--- src/rtl/spi_master_xfer_core.sv ---
// rtl/spi_master_xfer_core.sv - SPI master shift engine with FWFT TX/RX FIFOs

// First-word-fall-through FIFO: rd_data shows the head whenever the FIFO is non-empty
module spi_fifo #(
  parameter int DEPTH = 8,
  parameter int W = 32
) (
  input  logic                     clk,
  input  logic                     rst,
  input  logic [W-1:0]             wr_data,
  input  logic                     push,
  input  logic                     pop,
  output logic [W-1:0]             rd_data,
  output logic [$clog2(DEPTH):0]   count,
  output logic                     full,
  output logic                     empty
);
  localparam int AW = $clog2(DEPTH);
  localparam int CW = AW + 1;

  logic [W-1:0]  mem_q [DEPTH];
  logic [W-1:0]  mem_d [DEPTH];
  logic [AW-1:0] wr_ptr_q, wr_ptr_d, rd_ptr_q, rd_ptr_d;
  logic [CW-1:0] count_q, count_d;
  logic          do_push, do_pop;

  assign full    = (count_q == CW'(DEPTH));
  assign empty   = (count_q == '0);
  assign count   = count_q;
  assign rd_data = empty ? '0 : mem_q[rd_ptr_q];
  assign do_push = push && !full;
  assign do_pop  = pop && !empty;

  // Next-state for storage, pointers and occupancy
  always_comb begin
    mem_d    = mem_q;
    wr_ptr_d = wr_ptr_q;
    rd_ptr_d = rd_ptr_q;
    count_d  = count_q;
    if (do_push) begin
      mem_d[wr_ptr_q] = wr_data;
      wr_ptr_d        = wr_ptr_q + 1'b1;
    end
    if (do_pop) begin
      rd_ptr_d = rd_ptr_q + 1'b1;
    end
    case ({do_push, do_pop})
      2'b10:   count_d = count_q + 1'b1;
      2'b01:   count_d = count_q - 1'b1;
      default: count_d = count_q;
    endcase
  end

  // FIFO state registers
  always_ff @(posedge clk or posedge rst) begin
    if (rst) begin
      mem_q    <= '{default: '0};
      wr_ptr_q <= '0;
      rd_ptr_q <= '0;
      count_q  <= '0;
    end else begin
      mem_q    <= mem_d;
      wr_ptr_q <= wr_ptr_d;
      rd_ptr_q <= rd_ptr_d;
      count_q  <= count_d;
    end
  end
endmodule

// SPI master: pops TX words, shifts them out on sclk/mosi, writes received words to RX
module spi_master_xfer_core #(
  parameter int FIFO_DEPTH = 8
) (
  input  logic        clk,
  input  logic        rst,
  input  logic        enable,
  input  logic        cpol,
  input  logic        cpha,
  input  logic [7:0]  clk_div,
  input  logic [5:0]  word_len,
  input  logic        lsb_first,
  input  logic        loopback,
  input  logic [31:0] tx_data,
  input  logic        tx_push,
  output logic        tx_full,
  output logic        tx_almost_full,
  output logic [31:0] rx_data,
  input  logic        rx_pop,
  output logic        rx_empty,
  output logic        rx_almost_empty,
  output logic        sclk,
  output logic        mosi,
  input  logic        miso,
  output logic        busy,
  output logic        done_intr
);
  localparam int CW = $clog2(FIFO_DEPTH) + 1;

  localparam logic [1:0] ST_IDLE  = 2'd0;
  localparam logic [1:0] ST_LOAD  = 2'd1;
  localparam logic [1:0] ST_SHIFT = 2'd2;
  localparam logic [1:0] ST_DONE  = 2'd3;

  logic [31:0]   tx_head;
  logic [CW-1:0] tx_count, rx_count;
  logic          tx_empty, rx_full;
  logic          tx_pop, rx_push;

  logic [1:0]  state_q, state_d;
  logic        sclk_q, sclk_d;
  logic        mosi_q, mosi_d;
  logic        busy_q, busy_d;
  logic        done_intr_q, done_intr_d;
  logic [5:0]  len_q, len_d;
  logic        lsb_q, lsb_d;
  logic        cpha_q, cpha_d;
  logic        cpol_q, cpol_d;
  logic [7:0]  div_q, div_d;
  logic [7:0]  div_cnt_q, div_cnt_d;
  logic [6:0]  edge_cnt_q, edge_cnt_d;
  logic [5:0]  tx_idx_q, tx_idx_d;
  logic [5:0]  rx_idx_q, rx_idx_d;
  logic [31:0] tx_word_q, tx_word_d;
  logic [31:0] rx_word_q, rx_word_d;

  logic [5:0]  eff_len;
  logic [6:0]  edge_nxt;
  logic        is_sample;
  logic        sample_bit;

  spi_fifo #(.DEPTH(FIFO_DEPTH), .W(32)) u_tx_fifo (
    .clk     (clk),
    .rst     (rst),
    .wr_data (tx_data),
    .push    (tx_push),
    .pop     (tx_pop),
    .rd_data (tx_head),
    .count   (tx_count),
    .full    (tx_full),
    .empty   (tx_empty)
  );

  spi_fifo #(.DEPTH(FIFO_DEPTH), .W(32)) u_rx_fifo (
    .clk     (clk),
    .rst     (rst),
    .wr_data (rx_word_q),
    .push    (rx_push),
    .pop     (rx_pop),
    .rd_data (rx_data),
    .count   (rx_count),
    .full    (rx_full),
    .empty   (rx_empty)
  );

  assign tx_almost_full  = (tx_count >= CW'(FIFO_DEPTH - 1));
  assign rx_almost_empty = (rx_count <= CW'(1));
  assign sclk            = sclk_q;
  assign mosi            = mosi_q;
  assign busy            = busy_q;
  assign done_intr       = done_intr_q;

  // Lengths above 32 cannot be shifted, so they fold to a full 32-bit word like 0 does
  assign eff_len    = (word_len == 6'd0 || word_len > 6'd32) ? 6'd32 : word_len;
  assign sample_bit = loopback ? mosi_q : miso;

  // Wire bit idx maps to word bit idx (LSB-first) or len-1-idx (MSB-first)
  function automatic logic [4:0] bit_pos(input logic [5:0] idx, input logic [5:0] len,
                                         input logic lsb);
    logic [5:0] p;
    p = lsb ? idx : (len - 6'd1 - idx);
    return p[4:0];
  endfunction

  // Transfer FSM: sequencing, sclk edge generation, bit drive and sample
  always_comb begin
    state_d     = state_q;
    sclk_d      = sclk_q;
    mosi_d      = mosi_q;
    done_intr_d = 1'b0;
    len_d       = len_q;
    lsb_d       = lsb_q;
    cpha_d      = cpha_q;
    cpol_d      = cpol_q;
    div_d       = div_q;
    div_cnt_d   = div_cnt_q;
    edge_cnt_d  = edge_cnt_q;
    tx_idx_d    = tx_idx_q;
    rx_idx_d    = rx_idx_q;
    tx_word_d   = tx_word_q;
    rx_word_d   = rx_word_q;
    tx_pop      = 1'b0;
    rx_push     = 1'b0;
    edge_nxt    = edge_cnt_q + 7'd1;
    // Odd edges are leading; cpha=0 samples on leading, cpha=1 on trailing
    is_sample   = (edge_nxt[0] != cpha_q);

    case (state_q)
      ST_IDLE: begin
        sclk_d = cpol;
        if (enable && !tx_empty && !rx_full) begin
          state_d = ST_LOAD;
        end
      end
      ST_LOAD: begin
        if (!enable) begin
          state_d = ST_IDLE;
          sclk_d  = cpol;
        end else begin
          tx_pop     = 1'b1;
          len_d      = eff_len;
          lsb_d      = lsb_first;
          cpha_d     = cpha;
          cpol_d     = cpol;
          div_d      = clk_div;
          div_cnt_d  = 8'd0;
          edge_cnt_d = 7'd0;
          rx_idx_d   = 6'd0;
          rx_word_d  = 32'd0;
          tx_word_d  = tx_head;
          sclk_d     = cpol;
          if (!cpha) begin
            // First bit must be on the wire before the leading (sampling) edge
            mosi_d   = tx_head[bit_pos(6'd0, eff_len, lsb_first)];
            tx_idx_d = 6'd1;
          end else begin
            tx_idx_d = 6'd0;
          end
          state_d = ST_SHIFT;
        end
      end
      ST_SHIFT: begin
        if (!enable) begin
          state_d = ST_IDLE;
          sclk_d  = cpol;
        end else if (div_cnt_q == div_q) begin
          div_cnt_d  = 8'd0;
          edge_cnt_d = edge_nxt;
          sclk_d     = ~sclk_q;
          if (is_sample) begin
            rx_word_d[bit_pos(rx_idx_q, len_q, lsb_q)] = sample_bit;
            rx_idx_d = rx_idx_q + 6'd1;
          end else if (tx_idx_q < len_q) begin
            mosi_d   = tx_word_q[bit_pos(tx_idx_q, len_q, lsb_q)];
            tx_idx_d = tx_idx_q + 6'd1;
          end
          if (edge_nxt == {len_q, 1'b0}) begin
            state_d = ST_DONE;
          end
        end else begin
          div_cnt_d = div_cnt_q + 8'd1;
        end
      end
      default: begin
        rx_push     = 1'b1;
        done_intr_d = 1'b1;
        sclk_d      = cpol_q;
        state_d     = ST_IDLE;
      end
    endcase

    busy_d = (state_d == ST_SHIFT);
  end

  // Transfer state registers
  always_ff @(posedge clk or posedge rst) begin
    if (rst) begin
      state_q     <= ST_IDLE;
      sclk_q      <= 1'b0;
      mosi_q      <= 1'b0;
      busy_q      <= 1'b0;
      done_intr_q <= 1'b0;
      len_q       <= 6'd32;
      lsb_q       <= 1'b0;
      cpha_q      <= 1'b0;
      cpol_q      <= 1'b0;
      div_q       <= 8'd0;
      div_cnt_q   <= 8'd0;
      edge_cnt_q  <= 7'd0;
      tx_idx_q    <= 6'd0;
      rx_idx_q    <= 6'd0;
      tx_word_q   <= 32'd0;
      rx_word_q   <= 32'd0;
    end else begin
      state_q     <= state_d;
      sclk_q      <= sclk_d;
      mosi_q      <= mosi_d;
      busy_q      <= busy_d;
      done_intr_q <= done_intr_d;
      len_q       <= len_d;
      lsb_q       <= lsb_d;
      cpha_q      <= cpha_d;
      cpol_q      <= cpol_d;
      div_q       <= div_d;
      div_cnt_q   <= div_cnt_d;
      edge_cnt_q  <= edge_cnt_d;
      tx_idx_q    <= tx_idx_d;
      rx_idx_q    <= rx_idx_d;
      tx_word_q   <= tx_word_d;
      rx_word_q   <= rx_word_d;
    end
  end
endmodule

--- config.mk ---
export PLATFORM = sky130hd
export DESIGN_NAME = spi_master_xfer_core
export DESIGN_NICKNAME = d
export VERILOG_FILES = /design/src/rtl/spi_master_xfer_core.sv
export SDC_FILE = /design/constraint.sdc
export NUM_CORES = 1
export LEC_CHECK = 0
export CAP_MARGIN = 20
export CORE_UTILIZATION = 45
export CTS_CLUSTER_DIAMETER = 40
export DETAILED_ROUTE_END_ITERATION = 8
export PLACE_DENSITY_LB_ADDON = 0.05
export SLEW_MARGIN = 20
export SYNTH_ARGS = -nofsm -noshare
export SYNTH_HDL_FRONTEND = slang
export SYNTH_SLANG_ARGS = --single-unit
--- constraint.sdc ---
create_clock -name clk -period 26.4 [get_ports clk]
set_input_delay 5.28 -clock clk [delete_from_list [all_inputs] [get_ports clk]]
set_output_delay 5.28 -clock clk [all_outputs]
set_load 0.01 [all_outputs]
==> images/logic_types.png <==
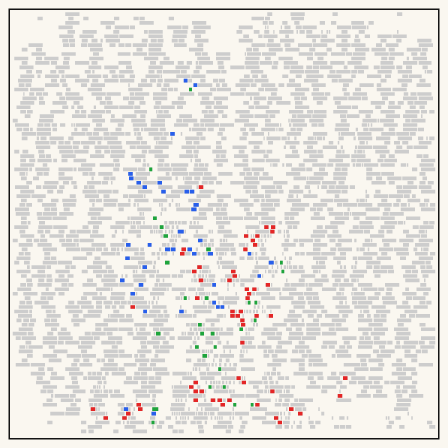
Blue stands for non-inverting ao/oa cells, cells 38, most used a22o_1, where middle. Green stands for and/or cells, cells 29, most used or4_1. Red stands for xor and xnor cells, cells 58, most used xnor2_1.
final std cells w/o fill: 3296
fraction of area in multi-input gates: 37.69%
Top cell excl fill/tap: dfrtp_1

==> images/congestion.png <==
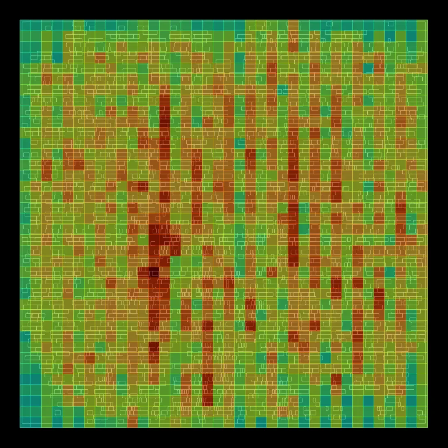
global-route usage over all layers: 22.19%
Top Usage Layer GRT: met2

==> images/cell_density.png <==
26 x 26 tiles, from white (low) to dark blue (high), 0 to 100% covered.
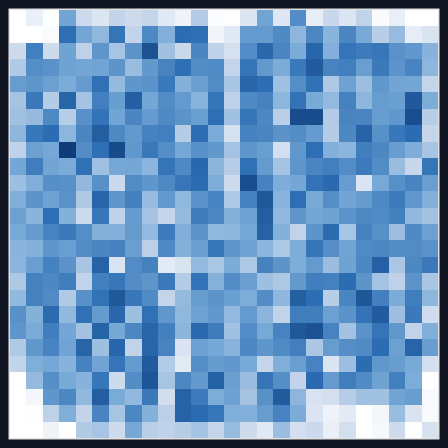
The fullest tile reaches 96%. 2.8% of the tiles are nearly empty. 8.9% of the tiles are over 75% full. The mean over all tiles is 51%.
final design utilization: 53.94%
core area: 0.06704 mm2

==> impl_metrics.tcl <==
# metrics dict for downstream scripts
set metrics [dict create \
    die_area_mm2 0.06877 \
    status "completed" \
    avgSynthCellArea_um2 13.75 \
    warning_count 35 \
    firstDrtPassIters 5 \
    top_area_cell "dfrtp_1" \
    crit_chain "buf_4 > mux4_2 > mux2i_1 > nor2_1 > clkdlybuf4s50_1" \
    gp_congestion 0.8412 \
    r2r_setup_slack_ns 22.54 \
    syn2layout_area_growth_pct 18.64 \
    hold_buffers 0 \
    max_slew_margin_pct 30.80 \
    reg_top3 "u_rx_fifo.mem_q: 256 flops, u_tx_fifo.mem_q: 256 flops" \
    critical-path-max-stage-delay_ns 0.76 \
    cts-root-buf "clkbuf_16" \
    path_clk_slew_ns 0.06 \
    drt_iter0_markers 936 \
    yosys.area_share.adder_pct 1.470 \
    finalPower_w 0.004332 \
    wl_met1_um 31080 \
    numCtsBuffers 110 \
    clockBufferDepth 3 \
    synth_top_flop_cell "dfrtp_1" \
    setup_viol 0 \
    dp_slack_ns 17.19 \
    wire_per_inst_um 22.54 \
    path_class "flip-flop to output pin" \
    aoi_share_pct 4.286 \
    p_leak_nw 16.39 \
    start_kind "flip-flop" \
    worstPathMaxFanout 41 \
    crit_cells 5 \
    finalCritPeriodShare_pct 34.10 \
    setup.worst_path.end_class "output pin" \
    finalInstanceArea_mm2 0.03616 \
    ys_top_cells_by_count "644 x dfrtp_1, 536 x mux2_2, 129 x nand2_1, 122 x mux2i_1, 101 x mux4_2" \
    endpoint "rx_data[8]" \
    num_rows 95 \
    antenna_found_initial 7 \
    route.met3.wl_um 2833 \
    fp_util_pct 45.46 \
    hold_path_depth 2 \
    synthMuxAreaShare_pct 31.49 \
    antenna_left 0 \
    mappedNetlistArea_mm2 0.03048 \
    synth.most_common_cell "dfrtp_1" \
    ioPinCount 96 \
    ys.flops 645 \
]
==> images/wires.png <==
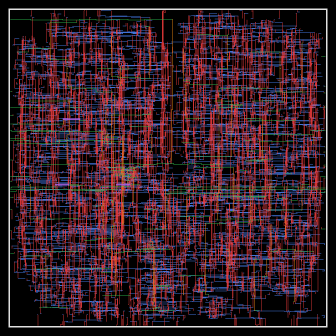
Red stands for metal 2, wire length 38.6 mm. Purple stands for metal 5, wire length 33.1 um. Orange stands for metal 4, wire length 1790 um. Blue stands for metal 1, wire length 31.1 mm. Green stands for metal 3, wire length 2830 um.

==> images/layer_met2.png <==
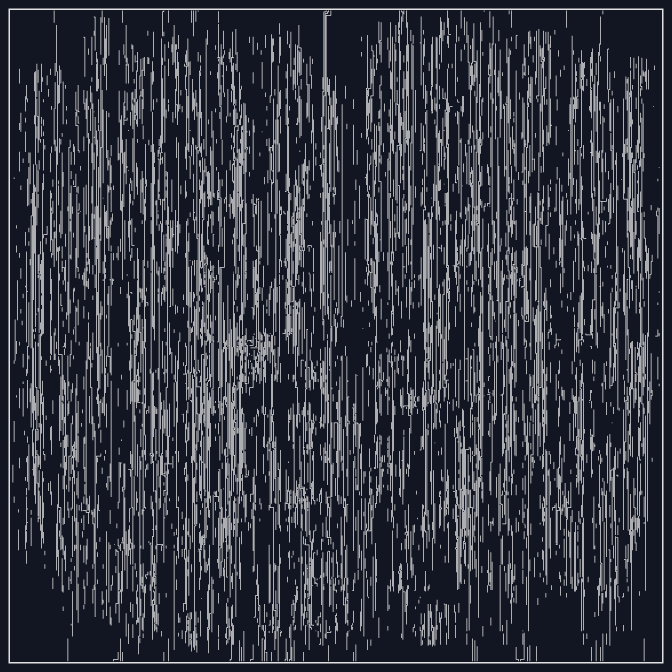
The layer holds 52% of the routed length. The wires run mostly vertical.
grt met2 use: 39.11%
Vias: 18670
Post-Route WL: 74290 um

[through the flow]
stage          std cells  hold slack [ns]
6_report            3296           0.4728
5_1_grt             3294           0.4950
4_1_cts             3294           0.4762
3_5_place_dp        3087           0.4658
3_3_place_gp        3087           0.4577
2_1_floorplan       2216           0.4334
[where the power goes]
group / switching (W) / internal [W]
logic: 0.000739 / 0.000661
registers: 0.000213 / 0.00126
clock network: 0.000517 / 0.000945
total: 0.00147 / 0.00286
[layout make-up]
type | count | area share (%)
diodes | 2 | 0.01384
clock buffers | 137 | 8.453
repair buffers | 134 | 3.484
flip-flops and latches | 645 | 44.68
inverters | 35 | 0.3841
well taps | 873 | 3.021
clock inverters | 70 | 2.270
multi-input cells | 1400 | 37.69
Power is estimated from default activity; no workload was simulated.
